Design uart_rx_frame, sky130hd; sources not shown.
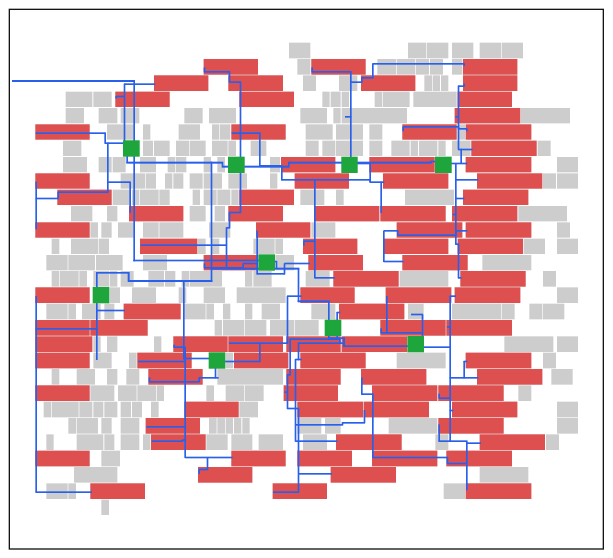
**Above:** run 1 (routed clock nets over the placement).
Drawn at 6 px/um.
Key: red = flip-flops [count 91]; blue = clock wires [length 958 um]; green = clock drivers [count 9]
There are 10 routed clock nets.
Clk pwr share: 0.371
clk pwr: 574 uW
Late-Pin Clk Latency: 0.43 ns

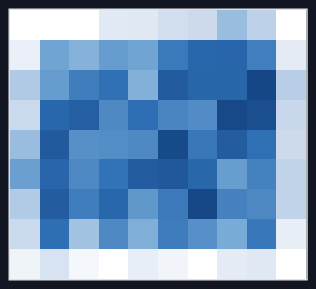
**Above:** run 1 (cell area per tile).
Drawn at 3 px/um. The die is cut into 10 by 9 equal tiles; white is low, dark blue is high, 0 to 100% covered.
The densest ninth of the die: centre. 7.8% of the tiles are nearly empty. The emptiest ninth of the die: upper left. The mean over all tiles is 50%. 23% of the tiles are over 75% full. The fullest tile reaches 91%.
Final Util: 0.6345
floorplan core density: 0.5706
area of the core: 7148 um^2

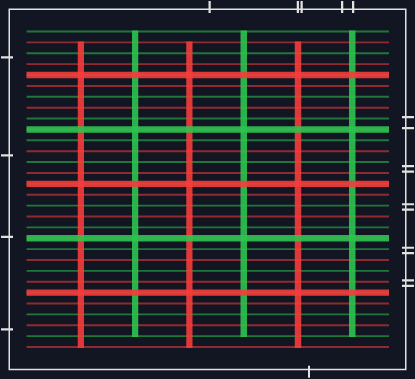
**Above:** run 1 (supply network).
Drawn at 4 px/um. Pins as bars on the die edge.
Key: red = VSS; green = VDD
The core has 29 rows. 5 straps on met5. 20 signal pins sit on the boundary.
Die Y-Extent: 89.70 um
die width: 98.78 um
Worst VDD drop: 0.2307 mV

==> ci_impl_report.md, run 1 <==
## Implementation flow summary

| Metric | Value |
|---|---|
| Core Rows | 29 |
| Syn Inst Count | 300 |
| Io pins | 20 |
| Final wirelength | 6429 um |
| CTS max path bufs | 2 |
| Non-filler instance count after layout | 419 |
| Overflow after GRT | 0 |
| Die area | 8860 um^2 |
| Synth Seq Share | 0.6086 |
| Hold Fails Final Rpt | 0 |
| Avg Synthesized Cell Area | 13.60 um^2 |
| Post-route ant nets | 0 |
| Critical path type | flip-flop to output pin |
| Slew HR | 0.5224 |
| First drt pass iteration count | 4 |
| CTS clk-pin slew, worst paths | 0.14 ns |
| Met2 Routed Length | 3220 um |
| Part of the cycle the worst path needs | 0.8532 |
| Worst slack at placement | 0.7462 ns |
| Vias per Instance | 5.396 |
| Critical Path Start Type | flip-flop |
| Largest net degree at the start of global routing | 52 |
| Async set or reset register ratio after synthesis | 0.5604 |
| Layout area overhead | 11.20% |
| Post_cts resized | 0 |
| DP HPWL | 4331 um |
| CP max stage delay | 0.83 ns |
| Dominant flop cell | dfrtp_1 |
| Vias in the first global route | 2308 |
| CP max-delay cell | dfrtp_1 |
| Routed met3 length | 221 um |
| Top cell excl fill/tap | dfrtp_1 |
| Worst EP required | 3.09 ns |
| # DRC | 0 |
| Number of buffers created by CTS | 9 |
| Starting DRT DRC Count | 93 |
| Reg2Reg Depth | 6 |
| Post-route setup slack | 0.5947 ns |
| RePlAce Congestion | 0.8437 |
| Setup TNS | 0 ns |
| Most frequent cells in the layout | dfrtp_1, edfxtp_1, nor2_1, clkdlybuf4s50_1, inv_1 |
| Initial antenna violation count | 0 |
| Final min period | 3.455 ns |
| First-pass GRT wire length | 11150 um |
| Layout cells sized above 1 | 0.1534 |
| Outcome | finished clean |
| Dpl cells | 402 |
| Critical-path cell list | mux4_2 > and2_1 > clkdlybuf4s50_1 |
| Wl on met1 | 2924 um |
| Sink Count | 91 |
| # nets final | 338 |
| CTS tree | built |
| Largest register FFs | 32 |
| Power per cell area | 341.6 nW/um^2 |
| Pleak | 1.955 nW |
| Vias | 2261 |
| H-tree depth | 3 |
| Buf/Inv on CP | 1 |
| Post-Syn Area | 4079 um^2 |
| Setup violations, final | 0 |
| Ys flops | 91 |
| Worst endpoint data arrival time | 2.50 ns |
| Crit path max fanout | 12 |
| Hold_ws | 0.2165 ns |
| WL/cell | 15.34 um |
| Final Max Tran Viols | 0 |
| Chip Area, Yosys | 4079 um^2 |
| Worst reg-to-reg setup slack | 1.55 ns |
| Crit. End Element | output pin |
| Worst path depth | 3 |
| Log Warnings | 32 |
| CTS Hold Bufs | 0 |
==> run 1: logic make-up after synthesis <==
kind of cell	share of synthesized area
DFF	0.6086
and+or+nand+nor	0.1187
AOI/OAI and AO/OA	0.03589
xor gates and xnor gates	0.05061
adders and majority gates	0.04172
muxes	0.1117
buffers and inverters	0.03282
==> run 1: layer usage <==
layer / vias to the layer above / global-route usage
met5: - / 0
met4: 0 / 0.04209
met3: 7 / 0.04954
met2: 31 / 0.2623
met1: 1114 / 0.2029
li1: 1109 / -
==> run 1: power by group <==
group	internal, mW	total [mW]	switching [mW]
Clock	0.266	0.574	0.308
Combinational	0.00464	0.0150	0.0103
Sequential	0.959	0.960	0.000993
Total	1.23	1.55	0.320
==> run 1: cells in the mapped netlist (all sizes together), types with 2 or more instances <==
library cell | n | share of area
mux2i | 8 | 0.020
dfrtp | 47 | 0.29
xor2 | 9 | 0.019
inv | 19 | 0.017
buf | 4 | 0.0080
ha | 12 | 0.037
o21ai | 7 | 0.0086
clkbuf | 8 | 0.0074
xnor2 | 12 | 0.026
edfxtp | 40 | 0.29
nand3 | 8 | 0.0098
a21o | 2 | 0.0037
nor4b | 2 | 0.0043
and3 | 2 | 0.0031
mux4 | 10 | 0.055
nor4 | 3 | 0.0046
nor3 | 7 | 0.0086
nand3b | 4 | 0.0074
mux2 | 13 | 0.037
or3 | 4 | 0.0074
nor2b | 2 | 0.0031
and2 | 16 | 0.025
a22o | 5 | 0.011
dfstp | 4 | 0.026
nor2 | 22 | 0.020
nand2 | 16 | 0.015
==> run 1: per-stage QoR <==
| step | utilization | power, mW | area [um^2] |
|---|---|---|---|
| 6_report | 0.6345 | 1.549 | 4536 |
| 5_1_grt | 0.6345 | 1.609 | 4536 |
| 4_1_cts | 0.6317 | 1.563 | 4516 |
| 3_5_place_dp | 0.6077 | 0.9922 | 4344 |
| 3_3_place_gp | 0.6077 | 0.9922 | 4344 |
| 2_1_floorplan | - | 0.9860 | 4079 |
==> run 1: final cells by class <==
cell class                      count  area (um^2)
Multi-Input combinational cell    178         1469
Timing Repair Buffer               22        225.2
Tap cell                           93        116.4
Clock buffer                       10        75.07
Clock inverter                      6        96.34
Sequential cell                    91         2482
Inverter                           19        71.32
Fill cell                         533         2613
**Run 1: signal wires by layer**

Drawn at 6 px/um. Only two layers are drawn.
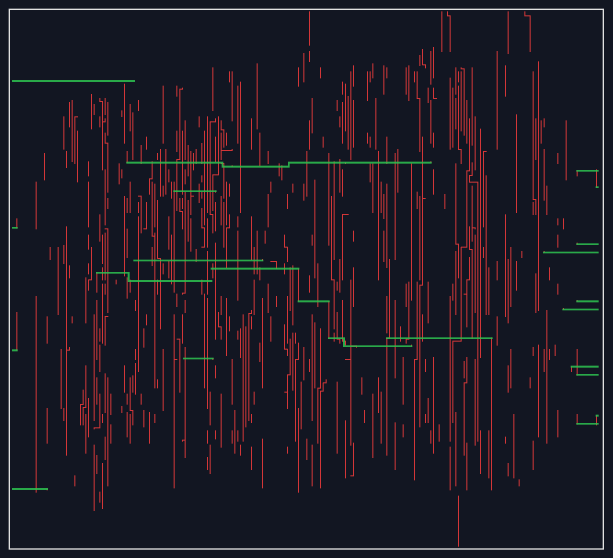

--- run 2 (diff from run 1) ---
ABC_AREA = 1   (was not set)
CORE_UTILIZATION = 50   (was 55)
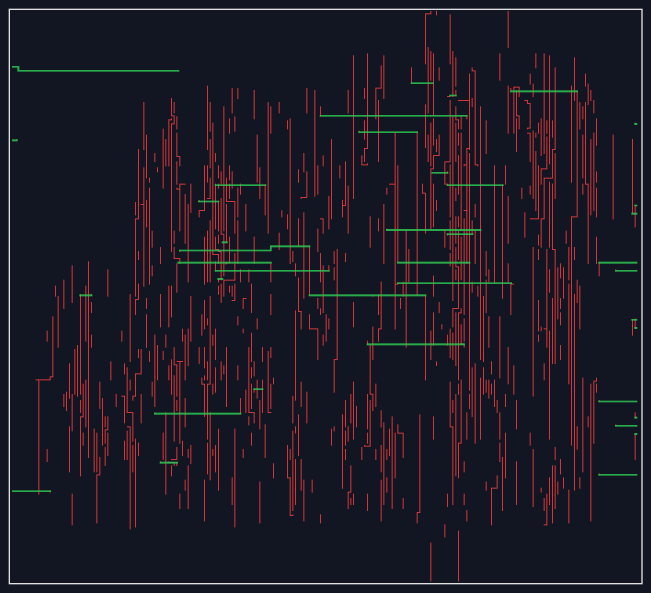
**Above:** run 2 (signal wires by layer).
Drawn at 6 px/um. Only two layers are drawn.
Key: green = metal 3 [wire length 300 um]; red = metal 2 [wire length 3510 um]
final wirelength: 7230 um
Vias: 2858
WL/cell: 12.40 um

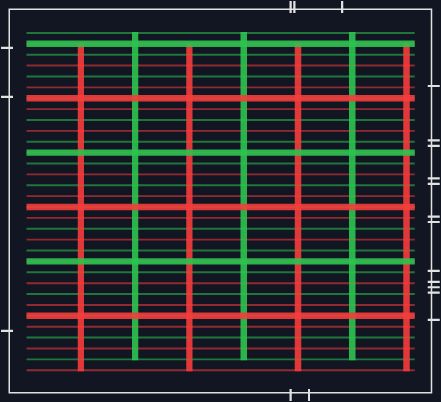
**Above:** run 2 (supply network).
Drawn at 4 px/um. Pins as bars on the die edge.
Key: red = VSS; green = VDD
6 straps on met5. The core has 31 rows.
die width: 105.2 um
area of the core: 8184 um^2

==> ci_impl_report.md, run 2 <==
## Implementation flow summary

| Metric | Value |
|---|---|
| Worst reg-to-reg setup slack | 1.71 ns (+0.16 ns) |
| Crit path max fanout | 23 (+11) |
| Largest net degree at the start of global routing | 52 (unchanged) |
| Outcome | finished clean |
| DP HPWL | 5004 um (+16%) |
| Synth top cell by count | nand2_1 |
| Sink Count | 91 (unchanged) |
| Hold Fails Final Rpt | 0 (unchanged) |
| Avg Synthesized Cell Area | 9.710 um^2 (-29%) |
| # DRC | 0 (unchanged) |
| First-pass GRT wire length | 12680 um (+14%) |
| Pleak | 2.154 nW (+10%) |
| CTS tree | built |
| Largest area contributor in the netlist | edfxtp_1 |
| # nets final | 480 (+42%) |
| Chip Area, Yosys | 4253 um^2 (+4.3%) |
| Simple Share, Synth | 0.1980 (+0.07929) |
| Crit. End Element | output pin |
| Critical Path Start Type | flip-flop |
| Final min period | 3.373 ns (-0.08207 ns) |
| Top cells by area | edfxtp_1, dfrtp_1, nand2_1 |
| CTS clk-pin slew, worst paths | 0.16 ns (+0.02 ns) |
| Io pins | 20 (unchanged) |
| Ys flops | 91 (unchanged) |
| Post-Syn Area | 4253 um^2 (+4.3%) |
| XORs/XNORs by Area | 0.02677 (-0.02384) |
| Core Rows | 31 (+6.9%) |
| Reg2Reg Depth | 10 (+4) |
| Setup TNS | 0 ns (unchanged) |
| Post-route setup slack | 0.6768 ns (+0.08207 ns) |
| Layout area overhead | 11.27% (about the same) |
| Log Warnings | 32 (unchanged) |
| Worst endpoint data arrival time | 2.41 ns (-0.09 ns) |
| Vias in the first global route | 2799 (+21%) |
| CTS Hold Bufs | 0 (unchanged) |
| Layout cells sized above 1 | 0.1068 (-0.04654) |
| Worst EP required | 3.09 ns (about the same) |
| Slew HR | 0.4405 (-0.08195) |
| Syn Inst Count | 438 (+46%) |
| Async set or reset register ratio after synthesis | 0.5604 (unchanged) |
| Vias per Instance | 4.902 (-9.2%) |
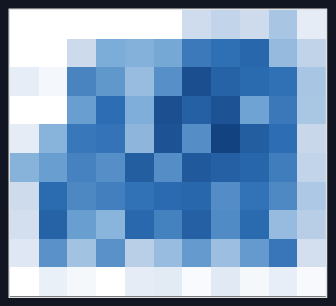
**Above:** run 2 (cell area per tile).
Drawn at 3 px/um. The die is cut into 11 by 10 equal tiles; white is low, dark blue is high, 0 to 100% covered.
21% of the tiles are over 75% full. The mean over all tiles is 46%. 11% of the tiles are nearly empty. The emptiest ninth of the die: upper left. The fullest tile reaches 93%.
Final Util: 0.5782
floorplan core density: 0.5196

run 2: cells by family (layout without fill, tap and decap cells):
kind of cell / Yosys count / count (layout)
XOR/XNOR: 13 / 13
flip-flops: 91 / 91
adder cells (fa/ha/maj): 13 / 13
AND/OR/NAND/NOR: 189 / 189
AND-OR/OR-AND: 71 / 71
buffers and inverters: 61 / 91
run 2: worst max-delay path: stages, from the launching register on:
cell	delay (ns)
dfrtp_1	0.39
buf_4	0.21
inv_1	0.40
o21ai_0	0.18
a21oi_1	0.23
clkdlybuf4s50_1	0.57
run 2: power breakdown:
part           switching, mW  internal (mW)  total, mW  leakage, nW
Clock                  0.315          0.199      0.514       0.0784
Sequential            0.0359          0.985       1.02         1.13
Combinational          0.314          0.273      0.587        0.948
run 2: final cells by class:
| type | instances | area (um^2) |
|---|---|---|
| timing repair buffer | 24 | 240.2 |
| fill | 722 | 3452 |
| clock inverter | 7 | 81.33 |
| sequential | 91 | 2482 |
| clock buffer | 9 | 67.56 |
| tap | 115 | 143.9 |
| multi-input combinational | 286 | 1523 |
| inverter | 51 | 193.9 |
run 2: routing by layer:
layer / share of wire / GRT usage / vias to the layer above
met5: 0 / 0 / -
met4: 0.011 / 0.04044 / 0
met3: 0.041 / 0.04198 / 8
met2: 0.48 / 0.2617 / 62
met1: 0.46 / 0.2036 / 1323
li1: - / - / 1465
run 2: stage by stage:
step	power, mW	cell area [um^2]	hold slack, ns	cells	utilization
detailed placement	1.632	4563	0.1984	566	0.5576
global route	2.260	4732	0.2266	583	0.5782
global placement	1.610	4563	0.1973	566	0.5576
floorplan	1.379	4253	0.1952	438	-
finish	2.122	4732	0.2186	583	0.5782
CTS	2.155	4712	0.2189	582	0.5758
Power and IR drop assume default switching activity.
